==> config.mk <==
export PLATFORM = sky130hd
export DESIGN_NAME = instr_fetch
export DESIGN_NICKNAME = d
export VERILOG_FILES = /design/src/rtl/instr_fetch.sv
export SDC_FILE = /design/constraint.sdc
export NUM_CORES = 1
export LEC_CHECK = 0
export CAP_MARGIN = 20
export CORE_UTILIZATION = 35
export DETAILED_ROUTE_END_ITERATION = 10
export HOLD_SLACK_MARGIN = 0.05
export PLACE_DENSITY_LB_ADDON = 0.1
export SYNTH_ARGS = -nofsm -noshare
export SYNTH_HDL_FRONTEND = slang
export SYNTH_SLANG_ARGS = --single-unit
==> constraint.sdc <==
create_clock -name clk -period 4.47 [get_ports clk]
set_clock_uncertainty 0.1 [all_clocks]
set_input_delay 0.894 -clock clk [delete_from_list [all_inputs] [get_ports clk]]
set_output_delay 0.894 -clock clk [all_outputs]
set_load 0.02 [all_outputs]
==> src/rtl/instr_fetch.sv <==
// Instruction fetch unit.
// Owns the PC, issues reads to a synchronous (1-cycle latency) instruction
// memory, buffers returned words in a 2-entry FIFO and hands them to decode
// over a valid/ready handshake. A redirect flushes everything buffered or in
// flight and restarts fetching at the new target.
module instr_fetch #(
  parameter int                ADDR_W   = 32,
  parameter logic [ADDR_W-1:0] RESET_PC = '0
) (
  input  logic              clk,
  input  logic              rst,
  output logic              imem_req,
  output logic [ADDR_W-1:0] imem_addr,
  input  logic [31:0]       imem_rdata,
  input  logic              redirect_valid,
  input  logic [ADDR_W-1:0] redirect_pc,
  output logic              instr_valid,
  output logic [31:0]       instr,
  output logic [ADDR_W-1:0] instr_pc,
  input  logic              instr_ready
);

  // Instruction addresses are always word aligned; the low two bits of any
  // incoming target are simply masked off.
  localparam logic [ADDR_W-1:0] ALIGN_MASK       = ~(ADDR_W'(3));
  localparam logic [ADDR_W-1:0] RESET_PC_ALIGNED = RESET_PC & ALIGN_MASK;
  localparam logic [ADDR_W-1:0] PC_STEP          = ADDR_W'(4);

  // RUN issues requests while FIFO credit remains; HOLD parks the fetcher
  // when buffered plus in-flight words already fill both FIFO slots.
  typedef enum logic {
    RUN  = 1'b0,
    HOLD = 1'b1
  } state_t;

  state_t state_q, state_d;

  logic [ADDR_W-1:0] pc_q, pc_d;

  // One outstanding memory read at most: its address and the epoch it was
  // issued under travel alongside so a stale reply can be recognised.
  logic              inflight_q, inflight_d;
  logic              inflight_epoch_q, inflight_epoch_d;
  logic [ADDR_W-1:0] inflight_addr_q, inflight_addr_d;
  logic              epoch_q, epoch_d;

  // Two-entry circular FIFO of fetched words and their addresses.
  logic [1:0][31:0]       fifo_data_q, fifo_data_d;
  logic [1:0][ADDR_W-1:0] fifo_pc_q, fifo_pc_d;
  logic                   rd_ptr_q, rd_ptr_d;
  logic                   wr_ptr_q, wr_ptr_d;
  logic [1:0]             occ_q, occ_d;

  logic       pop;
  logic       push;
  logic [2:0] pending;
  logic [2:0] committed;
  logic       can_issue;

  // Handshake, credit accounting and the memory request for this cycle.
  always_comb begin
    instr_valid = (occ_q != 2'd0);
    pop         = instr_valid & instr_ready;
    push        = inflight_q & (inflight_epoch_q == epoch_q) & ~redirect_valid;
    committed   = {1'b0, occ_q} + {2'b00, inflight_q};
    pending     = committed - {2'b00, pop};
    can_issue   = 1'b0;
    if (state_q == RUN) begin
      can_issue = (pending < 3'd2);
    end else begin
      can_issue = pop;
    end
    imem_req  = ~rst & ~redirect_valid & can_issue;
    imem_addr = pc_q;
    instr     = instr_valid ? fifo_data_q[rd_ptr_q] : 32'h0;
    instr_pc  = instr_valid ? fifo_pc_q[rd_ptr_q] : '0;
  end

  // PC advance, redirect target load and in-flight tracking.
  always_comb begin
    pc_d             = pc_q;
    epoch_d          = epoch_q;
    inflight_d       = imem_req;
    inflight_epoch_d = epoch_q;
    inflight_addr_d  = inflight_addr_q;
    if (redirect_valid) begin
      pc_d    = redirect_pc & ALIGN_MASK;
      epoch_d = ~epoch_q;
    end else if (imem_req) begin
      pc_d            = pc_q + PC_STEP;
      inflight_addr_d = pc_q;
    end
  end

  // FIFO write of returning words, read-side advance on pop, flush on redirect.
  always_comb begin
    fifo_data_d = fifo_data_q;
    fifo_pc_d   = fifo_pc_q;
    rd_ptr_d    = rd_ptr_q;
    wr_ptr_d    = wr_ptr_q;
    occ_d       = occ_q;
    if (redirect_valid) begin
      rd_ptr_d = 1'b0;
      wr_ptr_d = 1'b0;
      occ_d    = 2'd0;
    end else begin
      if (push) begin
        fifo_data_d[wr_ptr_q] = imem_rdata;
        fifo_pc_d[wr_ptr_q]   = inflight_addr_q;
        wr_ptr_d              = ~wr_ptr_q;
      end
      if (pop) begin
        rd_ptr_d = ~rd_ptr_q;
      end
      occ_d = occ_q + {1'b0, push} - {1'b0, pop};
    end
  end

  // RUN/HOLD next-state: park when credit is exhausted, resume on a pop.
  always_comb begin
    state_d = state_q;
    if (redirect_valid) begin
      state_d = RUN;
    end else begin
      case (state_q)
        RUN: begin
          if ((committed == 3'd2) && !pop) begin
            state_d = HOLD;
          end
        end
        HOLD: begin
          if (pop) begin
            state_d = RUN;
          end
        end
        default: state_d = RUN;
      endcase
    end
  end

  // Control state registers.
  always_ff @(posedge clk) begin
    if (rst) begin
      state_q          <= RUN;
      pc_q             <= RESET_PC_ALIGNED;
      inflight_q       <= 1'b0;
      inflight_epoch_q <= 1'b0;
      inflight_addr_q  <= '0;
      epoch_q          <= 1'b0;
      rd_ptr_q         <= 1'b0;
      wr_ptr_q         <= 1'b0;
      occ_q            <= 2'd0;
    end else begin
      state_q          <= state_d;
      pc_q             <= pc_d;
      inflight_q       <= inflight_d;
      inflight_epoch_q <= inflight_epoch_d;
      inflight_addr_q  <= inflight_addr_d;
      epoch_q          <= epoch_d;
      rd_ptr_q         <= rd_ptr_d;
      wr_ptr_q         <= wr_ptr_d;
      occ_q            <= occ_d;
    end
  end

  // FIFO storage; cleared on reset so nothing from before reset can resurface.
  always_ff @(posedge clk) begin
    if (rst) begin
      fifo_data_q <= '0;
      fifo_pc_q   <= '0;
    end else begin
      fifo_data_q <= fifo_data_d;
      fifo_pc_q   <= fifo_pc_d;
    end
  end

endmodule
Figure 1. Layout detail (run 1).
Window x 14 to 64, y 93 to 143 µm. Cells in grey, sequential cells in the stronger grey; small squares are vias.
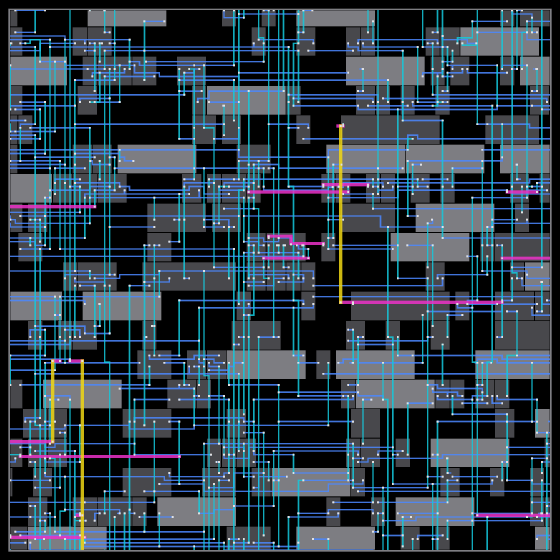
legend:
  yellow:
    layer: M4
  cyan:
    layer: M2
  magenta:
    layer: M3
  blue:
    layer: M1
sequential cells in the window: 26
most frequent: nand2_1 (47), dfxtp_1 (26), a21oi_1 (25)
netlist names of flops here include: `imem_addr` (14), `inflight_addr_q` (8), `fifo_pc_q` (4)
cells with their middle in the window: 161

Figure 2. Floorplan with the power grid (run 1).
Pins as bars on the die edge.
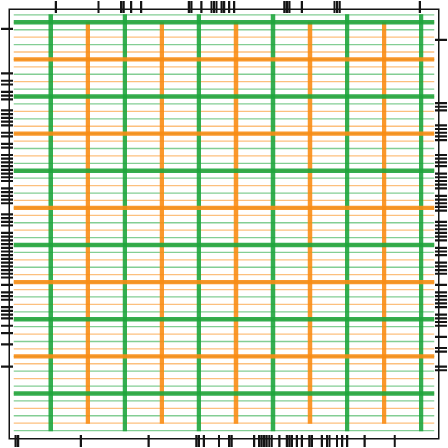
legend:
  green:
    net: VSS
  orange:
    net: VDD
met4 straps: 11
met1 rails: 57
rows: 56
signal pins: 166
met5 straps: 11

==> impl_metrics.toml, run 1 <==
# flow metrics
[run_status]
result_of_the_run = "finished, final reports clean"

[synth]
synth-seq-cells = 192
synth-main-ff-cell = "sky130_fd_sc_hd__dfxtp_1"
asyncSetResetFlopFracSynth_pct = 0
average_size_of_a_mapped_cell_um2 = 7.74
post_synth_main_area_contributors = "sky130_fd_sc_hd__dfxtp_1 46%, sky130_fd_sc_hd__nand2_1 15%, sky130_fd_sc_hd__a21oi_1 11%, sky130_fd_sc_hd__mux2i_1 7.6%, sky130_fd_sc_hd__nor2_1 3.9%"
synth-xor-area-share_pct = 0.835
synthDistinctLibCells = 61
enable_flop_cells = 0

[critical_path]
critical_path.slowest_cell = "sky130_fd_sc_hd__clkdlybuf4s50_1"
worstSetupPathDepth = 8
worstSetupEndpointType = "primary output"
worst-endpoint-arrival_ns = 2.92
max_stage_delay_ns = 0.60
regToRegStartpoint = "occ_q[0]"
timing.critical_path.cells = "clkdlybuf4s50_1 > o21a_1 > nor2b_1 > ha_1 > nor4b_2 > a32oi_4 > inv_4 > clkdlybuf4s50_1"
origin_of_the_worst_setup_path = "instr_ready"
crit_end = "imem_req"
path_delay_family = "buffers and inverters"
buffer_and_inverter_tally_for_the_worst_setup_path = 3
sort_of_element_at_the_start_of_the_critical_path = "primary input"

[timing]
tns_ns = 0
slew_headroom_pct = 47.0
layout_setup_ws_ns = 0.552
final_hold_viol_count = 0
layout_min_cycle_time_ns = 3.92
endpoints_failing_setup = 0

[power_and_ir_drop]
power_combinational_uw = 320
switching_share_pct = 23.6
power.static_leakage_nw = 3.49
pg_clk_mw = 1.73
pg_seq_mw = 1.80
finalPower_mw = 3.85
netSwitchingPower_uw = 908

[layout]
nMultiInputCombCells = 803
biggestCellCategory = "logic gates"
finish.cell_count_without_fillers = 1534
area_growth_pct = 30.4
largest_register = "fifo_data_q"
lay_top_count = "sky130_fd_sc_hd__nand2_1"
drive_gt1_share_pct = 5.93
finish.utilization_pct = 46.6
layout_filler_cell_count = 2409
inverters = 12
final.clkbuf_count = 21
lay_top_cells = "331 x sky130_fd_sc_hd__nand2_1, 191 x sky130_fd_sc_hd__dfxtp_1, 177 x sky130_fd_sc_hd__a21oi_1"

[route]
dr.max_layer_used = "met4"
via_count = 7621
detail_route.wl_per_cell_um = 15.5
antenna_violating_nets_post_route = 0
drt_wl_total_um = 23800

[grt]
use_met1_pct = 27.2
grtUsageMet3_pct = 3.71
grt_antenna_before_repair = 0

[place]
place.gp.congestion = 0.776
numPlacedInstances = 1501
hpwl_um = 14500

[floorplan]
core_region_area_um2 = 23500
nWellTaps = 319
die_height_um = 157

[cts]
worst_setup_hold_path_clk_slew_ns = 0.06
clk_path_buf_depth = 2
cts-hold-fix-buffers = 0

[hold_path]
hold_path.class = "reg -> reg"
Figure 3. Clock routing (run 1).
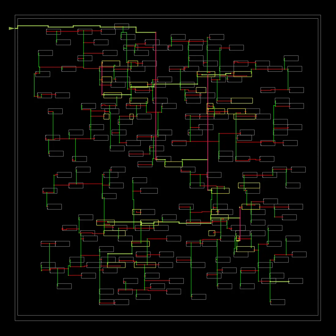
seq_cells: 192
TritonCTS buffer count: 17
clock network latency to the later pin of the worst-skew pair: 0.43 ns

Figure 4. Sequential cells coloured by netlist name (run 1).
Other sequential cells in the stronger grey, the rest of the logic in the fainter grey.
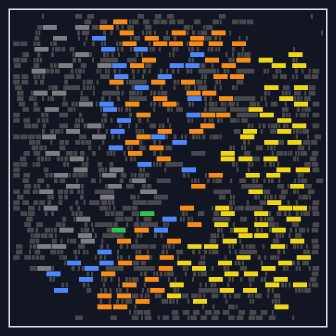
legend:
  blue:
    netlist_name: `inflight_addr_q`
    sequential_cells: 30
  green:
    netlist_name: `occ_q`
    sequential_cells: 2
  yellow:
    netlist_name: `fifo_data_q`
    sequential_cells: 64
  orange:
    netlist_name: `fifo_pc_q`
    sequential_cells: 60

Figure 5. Logic cells by family (run 1).
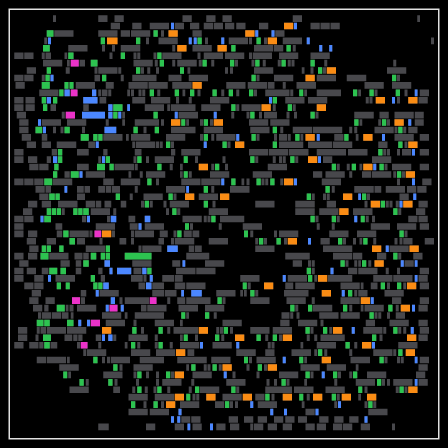

==> inputs of run 2 (changes only) <==
clock period = 4.2 ns   (was 4.47 ns; I/O delays follow)
Figure 6. Logic cells by family (run 2).
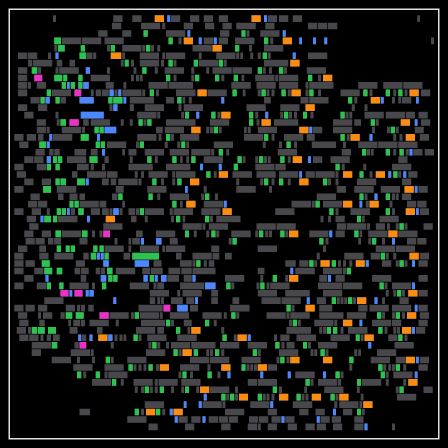
legend:
  green:
    family: aoi and oai cells
    cells: 222
    where: spread over the die
  magenta:
    family: non-inverting ao/oa cells
    cells: 9
  blue:
    family: nor cells
    cells: 106
    where: spread over the die
  orange:
    family: mux cells
    cells: 65
multi-input gate share of the layout cell area: 38.5%
top logic cell by instance count in the layout: sky130_fd_sc_hd__nand2_1

Figure 7. Floorplan with the power grid (run 2).
Pins as bars on the die edge.
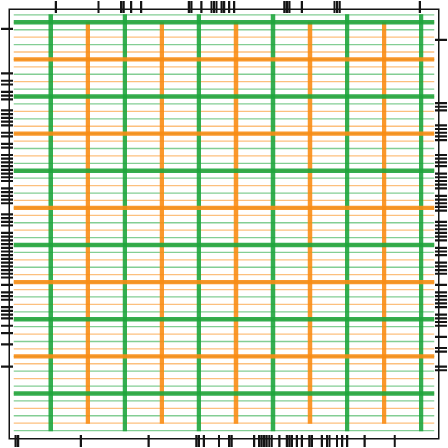
legend:
  green:
    net: VSS
  orange:
    net: VDD
met5 straps: 11
met4 straps: 11
rows: 56
met1 rails: 57
VDD IR max: 0.194 mV
core area: 23500 µm²
Die W: 157 µm
die height: 157 µm

==> run 2 against run 1 <==
Routed wire length shrank 1.4%. Area after synthesis is the same. Cell count about the same. Synthesized cell count stayed put. Total power rose by 0.78%. Flip-flop count is the same. Critical endpoint unchanged.
==> impl_metrics.toml, run 2 <==
# flow metrics
[run_status]
result_of_the_run = "finished, final reports clean"

[critical_path]
worstSetupPathDepth = 8
buffer_and_inverter_tally_for_the_worst_setup_path = 3
timing.critical_path.cells = "clkdlybuf4s50_1 > o21a_1 > nor2b_1 > ha_1 > nor4b_2 > a32oi_4 > inv_4 > clkdlybuf4s50_1"
max_stage_delay_ns = 0.61
sort_of_element_at_the_start_of_the_critical_path = "primary input"
path_delay_family = "buffers and inverters"
crit_end = "imem_req"
regToRegStartpoint = "occ_q[0]"
critical_path.slowest_cell = "sky130_fd_sc_hd__clkdlybuf4s50_1"
origin_of_the_worst_setup_path = "instr_ready"

[floorplan]
nWellTaps = 319

[layout]
inverters = 12
finish.utilization_pct = 46.2
drive_gt1_share_pct = 6.09
final.clkbuf_count = 18
layout_filler_cell_count = 2375
layout.sequential_cells = 192
finish.cell_count_without_fillers = 1535
lay_top_cells = "331 x sky130_fd_sc_hd__nand2_1, 191 x sky130_fd_sc_hd__dfxtp_1, 177 x sky130_fd_sc_hd__a21oi_1"
biggestCellCategory = "logic gates"
area_growth_pct = 29.1

[synth]
synthDistinctLibCells = 61
asyncSetResetFlopFracSynth_pct = 0
enable_flop_cells = 0
synth-xor-area-share_pct = 0.835
post_synth_main_area_contributors = "sky130_fd_sc_hd__dfxtp_1 46%, sky130_fd_sc_hd__nand2_1 15%, sky130_fd_sc_hd__a21oi_1 11%, sky130_fd_sc_hd__mux2i_1 7.6%, sky130_fd_sc_hd__nor2_1 3.9%"
synth-seq-cells = 192

[timing]
final_hold_viol_count = 0
endpoints_failing_setup = 0
tns_ns = 0
layout_min_cycle_time_ns = 3.82
slew_headroom_pct = 42.7

[power_and_ir_drop]
switching_share_pct = 26.0
netSwitchingPower_mw = 1.01
power.static_leakage_nw = 3.44
pg_clk_mw = 1.63
finalPower_mw = 3.87

[grt]
overflow_left_after_global_routing = 0
grtUsageMet3_pct = 3.10
grt_antenna_before_repair = 0
use_met1_pct = 26.6

[cts]
cts-buffers-inserted = 17
clk_path_buf_depth = 2
clock_latency_ns = 0.43

[place]
hpwl_um = 15000
numPlacedInstances = 1503
place.gp.congestion = 0.805

[route]
dr.max_layer_used = "met4"
antenna_violating_nets_post_route = 0
drt_wl_total_um = 23500
via_count = 7608
Figure 8. Sequential cells coloured by netlist name (run 2).
Other sequential cells in the stronger grey, the rest of the logic in the fainter grey.
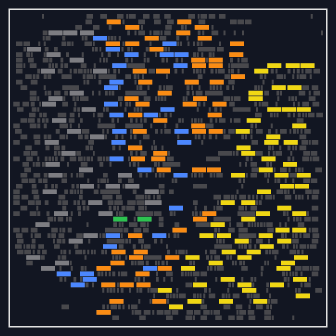
power of the sequential group: 1.91 mW
proportion of cell area occupied by registers: 35.5%

==> inputs of run 3 (changes only) <==
CORE_ASPECT_RATIO = 0.5   (was unset)
CTS_CLUSTER_SIZE = 12   (was unset)
SLEW_MARGIN = 25   (was unset)
Figure 9. Sequential cells coloured by netlist name (run 3).
Other sequential cells in the stronger grey, the rest of the logic in the fainter grey.
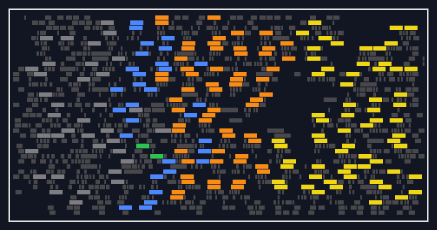
legend:
  green:
    netlist_name: `occ_q`
    sequential_cells: 2
  blue:
    netlist_name: `inflight_addr_q`
    sequential_cells: 30
  yellow:
    netlist_name: `fifo_data_q`
    sequential_cells: 64
    where: a column on the right
  orange:
    netlist_name: `fifo_pc_q`
    sequential_cells: 60
    where: a column down the middle
proportion of cell area occupied by registers: 35.8%
storage element area: 3850 µm²
Util after Layout: 46.4%

Figure 10. Clock routing (run 3).
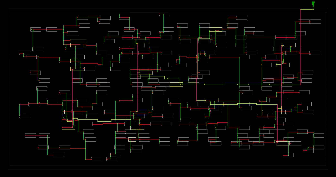
clock network latency to the later pin of the worst-skew pair: 0.44 ns
Power Clock: 1.55 mW
number of sinks handled by clock tree synthesis: 192
clock buffers: 21

==> run 3 against run 2 <==
Worst setup slack gained 0.060 ns. Utilization rose by 0.26 points. Count of clock-buffer cells in the layout increased by 3. Combinational power about the same. Via count up 1.2%. Clock power down 5%. Routed wire length grew 5.9%. Sequential power about the same. Cell area fell by 0.69%. Sequential share of layout area up 0.25 points.
==> impl_metrics.toml, run 3 <==
# flow metrics
[synth]
simple_share_synth_pct = 24.6
enable_flop_cells = 0
post_synth_main_area_contributors = "sky130_fd_sc_hd__dfxtp_1 46%, sky130_fd_sc_hd__nand2_1 15%, sky130_fd_sc_hd__a21oi_1 11%, sky130_fd_sc_hd__mux2i_1 7.6%, sky130_fd_sc_hd__nor2_1 3.9%"
synthDistinctLibCells = 61
warnings_synthesis = 0
synth-xor-area-share_pct = 0.835
synth-main-ff-cell = "sky130_fd_sc_hd__dfxtp_1"
synth_area_um2 = 8390
synth-seq-cells = 192
asyncSetResetFlopFracSynth_pct = 0
average_size_of_a_mapped_cell_um2 = 7.74

[layout]
area_growth_pct = 28.2
antennaDiodeCount = 0
inverters = 12
lay_top_cells = "331 x sky130_fd_sc_hd__nand2_1, 191 x sky130_fd_sc_hd__dfxtp_1, 177 x sky130_fd_sc_hd__a21oi_1"
nMultiInputCombCells = 803
biggestCellCategory = "logic gates"
nNonClkBuffers = 172
drive_gt1_share_pct = 5.45
lay_top_count = "sky130_fd_sc_hd__nand2_1"
layout_filler_cell_count = 2323
largest_register = "fifo_data_q"
layout.sequential_cells = 192

[timing]
layout_setup_ws_ns = 0.439
tns_ns = 0
endpoints_failing_setup = 0
final_hold_viol_count = 0
slew_headroom_pct = 44.1
worst_slew_pin_slew_ns = 0.839

[power_and_ir_drop]
netSwitchingPower_uw = 954
switching_share_pct = 25.1
finalPower_mw = 3.80
power_combinational_uw = 340
comb_power_share_pct = 8.9

[run_status]
result_of_the_run = "finished, final reports clean"

[grt]
use_met1_pct = 28.6
grt_antenna_before_repair = 0
overflow_left_after_global_routing = 0

[critical_path]
timing.critical_path.cells = "clkdlybuf4s50_1 > o21a_1 > nor2b_1 > ha_1 > nor4b_2 > a32oi_4 > inv_4 > clkdlybuf4s50_1"
path_delay_family = "buffers and inverters"
sort_of_element_at_the_start_of_the_critical_path = "primary input"
critical_path.slowest_cell = "sky130_fd_sc_hd__clkdlybuf4s50_1"
worstSetupPathDepth = 8
worst-endpoint-arrival_ns = 2.82
regToRegStartpoint = "occ_q[0]"
buffer_and_inverter_tally_for_the_worst_setup_path = 3
worstSetupEndpointType = "primary output"
max_stage_delay_ns = 0.59
crit_end = "imem_req"

[place]
numPlacedInstances = 1486
hpwl_um = 15300
place.gp.congestion = 0.778
placed_area_um2 = 10200

[route]
via_count = 7703
detail_route.wl_per_cell_um = 16.4
dr.max_layer_used = "met4"
drt_wl_total_um = 24800
antenna_violating_nets_post_route = 0

[cts]
cts-hold-fix-buffers = 0
cts-buffers-inserted = 17
worst_setup_hold_path_clk_slew_ns = 0.06

[floorplan]
core_region_area_um2 = 23200
die_height_um = 111
chipWidth_um = 221
nWellTaps = 307

[hold_path]
hold_path.class = "reg -> reg"
Figure 11. Logic cells by family (run 3).
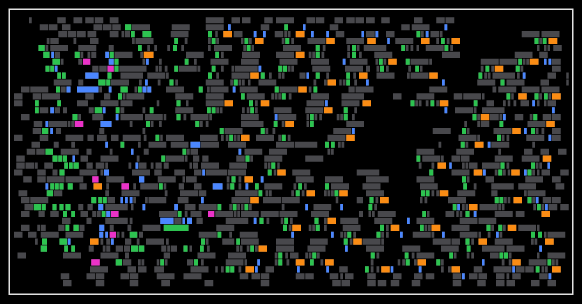
legend:
  magenta:
    family: non-inverting ao/oa cells
    cells: 9
  orange:
    family: mux cells
    cells: 65
  blue:
    family: nor cells
    cells: 106
    where: spread over the die
  green:
    family: aoi and oai cells
    cells: 222
    where: spread over the die
multi-input gate share of the layout cell area: 38.8%
Non-Filler Instances: 1517

Power and IR drop assume default switching activity.
